Fig. 1: power grid
Pins as bars on the die edge. Tap cells in gray.
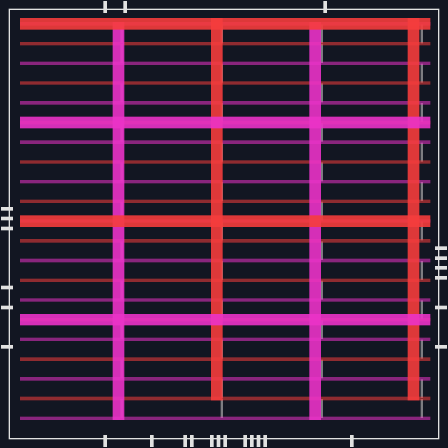
Fig. 2: cells colored by class
Bar = 20 um.
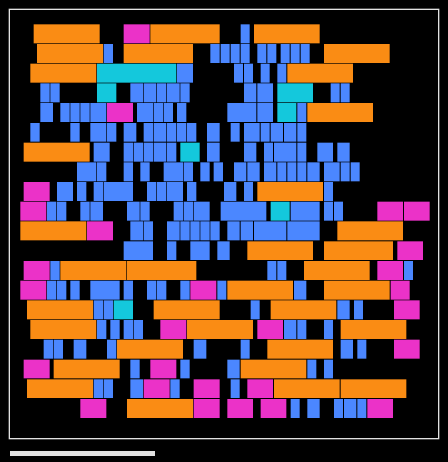
Fig. 3: routed clock nets over the placement
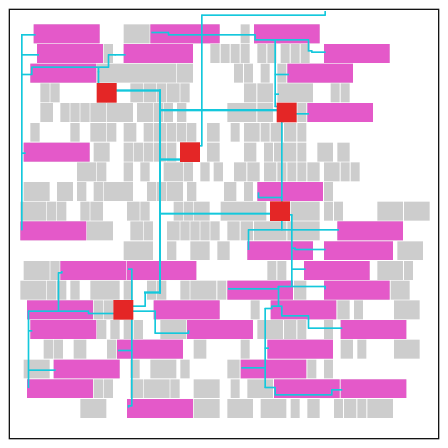
Fig. 4: congestion heat map
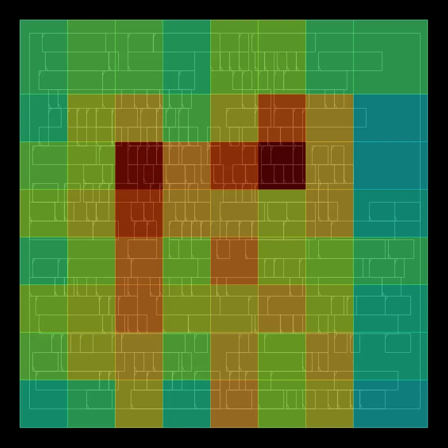
### src/rtl/adc_readout_ctrl.sv
// Request-driven conversion/read sequencer for an external 8-bit parallel ADC.
// Define ADC_AVG_EN to average four conversions per request.
module adc_readout_ctrl #(
  parameter int CONVST_CYC  = 2,
  parameter int RD_CYC      = 3,
  parameter int EOC_TIMEOUT = 64,
  parameter int RECOV_CYC   = 4
)(
  input  logic       clk_10MHz,
  input  logic       reset,
  input  logic       locked,
  input  logic       start,
  output logic       busy,
  output logic       done,
  output logic       timeout,
  output logic [7:0] result,
  input  logic       ADC_EOC,
  input  logic [7:0] Data,
  output logic       ADC_CONVST,
  output logic       ADC_RD,
  output logic       ADC_PD
);
  localparam int M01  = (CONVST_CYC > RD_CYC) ? CONVST_CYC : RD_CYC;
  localparam int M23  = (EOC_TIMEOUT > RECOV_CYC) ? EOC_TIMEOUT : RECOV_CYC;
  localparam int CMAX = (M01 > M23) ? M01 : M23;
  localparam int CW   = $clog2(CMAX + 1);

  typedef enum logic [2:0] {IDLE, CONV, WAIT_EOC, READ, DONE, RECOV} state_t;

  state_t        state, nxt_state;
  logic [CW-1:0] cnt, nxt_cnt;
  logic          eoc_s1, eoc_s2;
  logic          nxt_convst, nxt_rd, nxt_done, nxt_timeout;
  logic [7:0]    nxt_result;
`ifdef ADC_AVG_EN
  logic [9:0]    acc, nxt_acc;
  logic [1:0]    idx, nxt_idx;
`else
  logic [7:0]    cap, nxt_cap;
`endif

  always_comb begin
    nxt_state   = state;
    nxt_cnt     = cnt;
    nxt_convst  = 1'b1;
    nxt_rd      = 1'b1;
    nxt_done    = 1'b0;
    nxt_timeout = 1'b0;
    nxt_result  = result;
`ifdef ADC_AVG_EN
    nxt_acc     = acc;
    nxt_idx     = idx;
`else
    nxt_cap     = cap;
`endif
    case (state)
      IDLE: begin
        // PD still high means lock was only just regained: wait one more cycle
        if (start && locked && !ADC_PD) begin
          nxt_state  = CONV;
          nxt_cnt    = CW'(CONVST_CYC);
          nxt_convst = 1'b0;
        end
      end
      CONV: begin
        if (cnt == CW'(1)) begin
          nxt_state = WAIT_EOC;
          nxt_cnt   = CW'(EOC_TIMEOUT);
        end else begin
          nxt_cnt    = cnt - CW'(1);
          nxt_convst = 1'b0;
        end
      end
      WAIT_EOC: begin
        if (!eoc_s2) begin
          nxt_state = READ;
          nxt_cnt   = CW'(RD_CYC);
          nxt_rd    = 1'b0;
        end else if (cnt == CW'(1)) begin
          nxt_timeout = 1'b1;
          nxt_state   = RECOV;
          nxt_cnt     = CW'(RECOV_CYC);
`ifdef ADC_AVG_EN
          nxt_acc     = '0;
          nxt_idx     = '0;
`endif
        end else begin
          nxt_cnt = cnt - CW'(1);
        end
      end
      READ: begin
        if (cnt == CW'(1)) begin
`ifdef ADC_AVG_EN
          nxt_acc = acc + {2'b00, Data};
          if (idx == 2'd3) begin
            nxt_state = DONE;
            nxt_idx   = '0;
          end else begin
            nxt_state = RECOV;
            nxt_cnt   = CW'(RECOV_CYC);
            nxt_idx   = idx + 2'd1;
          end
`else
          nxt_cap   = Data;
          nxt_state = DONE;
`endif
        end else begin
          nxt_cnt = cnt - CW'(1);
          nxt_rd  = 1'b0;
        end
      end
      DONE: begin
        nxt_done  = 1'b1;
        nxt_state = RECOV;
        nxt_cnt   = CW'(RECOV_CYC);
`ifdef ADC_AVG_EN
        nxt_result = acc[9:2];
        nxt_acc    = '0;
`else
        nxt_result = cap;
`endif
      end
      RECOV: begin
        if (cnt == CW'(1)) begin
          nxt_state = IDLE;
          nxt_cnt   = '0;
`ifdef ADC_AVG_EN
          // mid-set: chain straight into the next conversion
          if (idx != 2'd0) begin
            nxt_state  = CONV;
            nxt_cnt    = CW'(CONVST_CYC);
            nxt_convst = 1'b0;
          end
`endif
        end else begin
          nxt_cnt = cnt - CW'(1);
        end
      end
      default: nxt_state = IDLE;
    endcase
    // lock loss aborts silently from any active state
    if (state != IDLE && !locked) begin
      nxt_state   = IDLE;
      nxt_cnt     = '0;
      nxt_convst  = 1'b1;
      nxt_rd      = 1'b1;
      nxt_done    = 1'b0;
      nxt_timeout = 1'b0;
      nxt_result  = result;
`ifdef ADC_AVG_EN
      nxt_acc     = '0;
      nxt_idx     = '0;
`endif
    end
  end

  always_ff @(posedge clk_10MHz or posedge reset) begin
    if (reset) begin
      state      <= IDLE;
      cnt        <= '0;
      eoc_s1     <= 1'b1;
      eoc_s2     <= 1'b1;
      ADC_CONVST <= 1'b1;
      ADC_RD     <= 1'b1;
      ADC_PD     <= 1'b0;
      busy       <= 1'b0;
      done       <= 1'b0;
      timeout    <= 1'b0;
      result     <= '0;
`ifdef ADC_AVG_EN
      acc        <= '0;
      idx        <= '0;
`else
      cap        <= '0;
`endif
    end else begin
      state      <= nxt_state;
      cnt        <= nxt_cnt;
      eoc_s1     <= ADC_EOC;
      eoc_s2     <= eoc_s1;
      ADC_CONVST <= nxt_convst;
      ADC_RD     <= nxt_rd;
      ADC_PD     <= ~locked;
      busy       <= (nxt_state != IDLE);
      done       <= nxt_done;
      timeout    <= nxt_timeout;
      result     <= nxt_result;
`ifdef ADC_AVG_EN
      acc        <= nxt_acc;
      idx        <= nxt_idx;
`else
      cap        <= nxt_cap;
`endif
    end
  end
endmodule

### config.mk
export PLATFORM = sky130hd
export DESIGN_NAME = adc_readout_ctrl
export DESIGN_NICKNAME = d
export VERILOG_FILES = /design/src/rtl/adc_readout_ctrl.sv
export SDC_FILE = /design/constraint.sdc
export NUM_CORES = 1
export LEC_CHECK = 0
export ABC_AREA = 1
export CAP_MARGIN = 20
export CORE_UTILIZATION = 52
export CTS_CLUSTER_DIAMETER = 120
export CTS_CLUSTER_SIZE = 12
export DETAILED_ROUTE_END_ITERATION = 8
export PLACE_DENSITY = 0.78
export SKIP_LAST_GASP = 1
export SLEW_MARGIN = 5
export SYNTH_ARGS = -nofsm -noshare
export SYNTH_HDL_FRONTEND = slang
export SYNTH_SLANG_ARGS = --single-unit
### constraint.sdc
create_clock -name clk_10MHz -period 1.87 [get_ports clk_10MHz]
set_input_delay 0.187 -clock clk_10MHz [delete_from_list [all_inputs] [get_ports clk_10MHz]]
set_output_delay 0.187 -clock clk_10MHz [all_outputs]
set_load 0.01 [all_outputs]
==> changes_impl.md <==
## Flow update

* Outcome: finished, final reports clean
* Initial antenna violation count at 0
* Clk slew on worst S/H paths at 0.10 ns
* Log Warnings at 27
* LEAKAGE at 1.05 nW
* Worst path max stage delay at 0.42 ns
* IO Count at 27
* Distinct cells, synth at 24
* Setup WS post-layout at 0.266 ns
* Nets at Floorplan at 226
* Clk sinks at 34
* Fin crit period at 1.60 ns
* Post-synth EDFFs at 0
* Latency at later pin at 0.34 ns
* CTS buffer count at 5
* Fin Setup TNS at 0 ns
* Gr ovfl total at 0
* Die Ht at 59.0 um
* Die width at 59.0 um
* Reg2Reg Depth at 9
* Critical path data arrival time at 1.82 ns
* Root buf cell: clkbuf_4
* Flops & latches, synth at 34
* Finished Layout Cells at 287
* CP top delay family: simple AND/OR/NAND/NOR gates
* RePlAce Congestion at 0.907
* DR vias/cell at 5.04
* Core footprint at 3080 um2
* Total die size at 3490 um2
* Power per cell area at 1470 nW/um2
* Max FO, Critical Path at 7
* Clock Path Buffers at 2
* Worst slack, placed at 0.262 ns
* Vias in the first global route at 1282
* H-tree levels at 2
* Post-synth ARST share at 100%
* Setup bufs post-CTS at 0
* Slew @ Worst Pin at 0.415 ns
* Cts hold-fix bufs at 0
* Synthesized instance count at 211
* Peak supply drop at 1.01 mV
* CP required at 2.09 ns
* Setup repair after global routing missed its margin: no
## Picture notes: Fig. 1
Magenta marks VSS. Red marks VDD.
4 straps on met4. 21 met1 rails follow the rows. 44 tap cells. 27 signal pins sit on the boundary.

## Picture notes: Fig. 2
Orange marks sequential cells, cells 34, share of their area 42%. Blue marks remaining logic cells, cells 175, share of their area 40%. Cyan marks clock drivers and dummy loads, cells 7, share of their area 4.0%. Magenta marks remaining buffers and delay cells, cells 27, share of their area 13%.

## Picture notes: Fig. 3
Cyan marks clock wires, length 394 um. Magenta marks flip-flops, count 34. Red marks clock-net drivers, count 5.
There are 6 routed clock nets.

## Picture notes: Fig. 4
total track usage: 21.9%
final core occ: 67.6%
Wirelength per Cell: 11.4 um
gr busiest metal: met2
met3 usage: 7.86%

-- placed cells by master, fill, tap and decap left out, types with 2 or more instances in the layout --
cell type	instances
nand2_1	70
dfrtp_1	30
clkdlybuf4s50_1	26
inv_1	24
nor2_1	15
o21ai_1	15
nand3_1	10
nor2_2	5
inv_2	5
clkbuf_4	5
dfstp_2	4
nor2_4	4
nand2_2	4
a21oi_1	4
nor3_1	4
nand4_1	4
o21ai_0	3
ha_1	2
-- state kept, by name, indices dropped and copies added (netlist names), 3 cells and up --
name and count:
cnt 7, state 3, result 8, cap 8
-- synth_stat cells, types with 2 or more instances --
master,n,area (um2)
o21ai_0,3,15.0
inv_2,5,18.8
nand2_2,4,25.0
nor2_4,4,45.0
o21ai_1,15,75.1
nand4_1,4,25.0
nor2_1,15,56.3
dfstp_2,4,105
nand3_1,10,50.1
ha_1,2,25.0
nand2_1,70,263
nor2_2,5,31.3
nor3_1,4,20.0
a21oi_1,4,20.0
dfrtp_1,30,751
inv_1,24,90.1
-- cell families after synthesis --
logic type | Yosys count | synth area share [%]
compound gates | 24 | 7.40
xor+xnor | 1 | 0.518
fa+ha+maj | 2 | 1.48
buf+inv | 31 | 7.40
flops | 34 | 50.6
simple gates | 119 | 32.6
-- layout make-up --
class	count	area [um2]	share of cell area [%]
tap	44	55.1	2.65
inverter	29	109	5.23
clock buffer	6	51.3	2.47
timing repair buffer	27	268	12.9
multi-input combinational	146	711	34.2
clock inverter	1	30.0	1.44
sequential	34	856	41.2
-- power breakdown --
group          internal (W)  switching, W  leakage, nW
clock network      0.000311      0.000237       0.0443
logic              0.000573      0.000826        0.603
registers          0.000966      0.000154        0.400
-- worst reg2reg max path, delay by kind of cell, from the launching register on --
family                   cells  cell delay (ns)
buffers and inverters        2             0.13
adder cells (fa/ha/maj)      1             0.16
AND/OR/NAND/NOR              6             0.78
flip-flops                   1             0.42
-- worst max-delay path by stage --
| stage | to | slack (ns) | cells after the start |
|---|---|---|---|
| after floorplan | cap[3] | 0.54 | 9 |
| after global placement | busy | 0.32 | 9 |
| after detailed placement | cnt[5] | 0.26 | 10 |
| after CTS | busy | 0.27 | 9 |
| after global routing | busy | 0.12 | 9 |
| final | busy | 0.27 | 9 |
-- stage by stage --
stage          cell area [um2]  utilization [%]  total power, W
3_5_place_dp              2000             64.9         0.00252
5_1_grt                   2080             67.6         0.00331
4_1_cts                   2080             67.6         0.00308
2_1_floorplan             1690                -         0.00209
6_report                  2080             67.6         0.00307
3_3_place_gp              2000             64.9         0.00249
-- layer usage --
metal	wire length [um]	part of all wire, %	vias to the layer above	global-route usage (%)
li1	-	-	727	-
met1	1520	47	667	28.6
met2	1540	47	46	33.6
met3	164	5.0	7	7.86
met4	35	1.1	0	8.16
met5	0	0	-	0
No activity file was given, so power comes from the tool's default toggle rates.
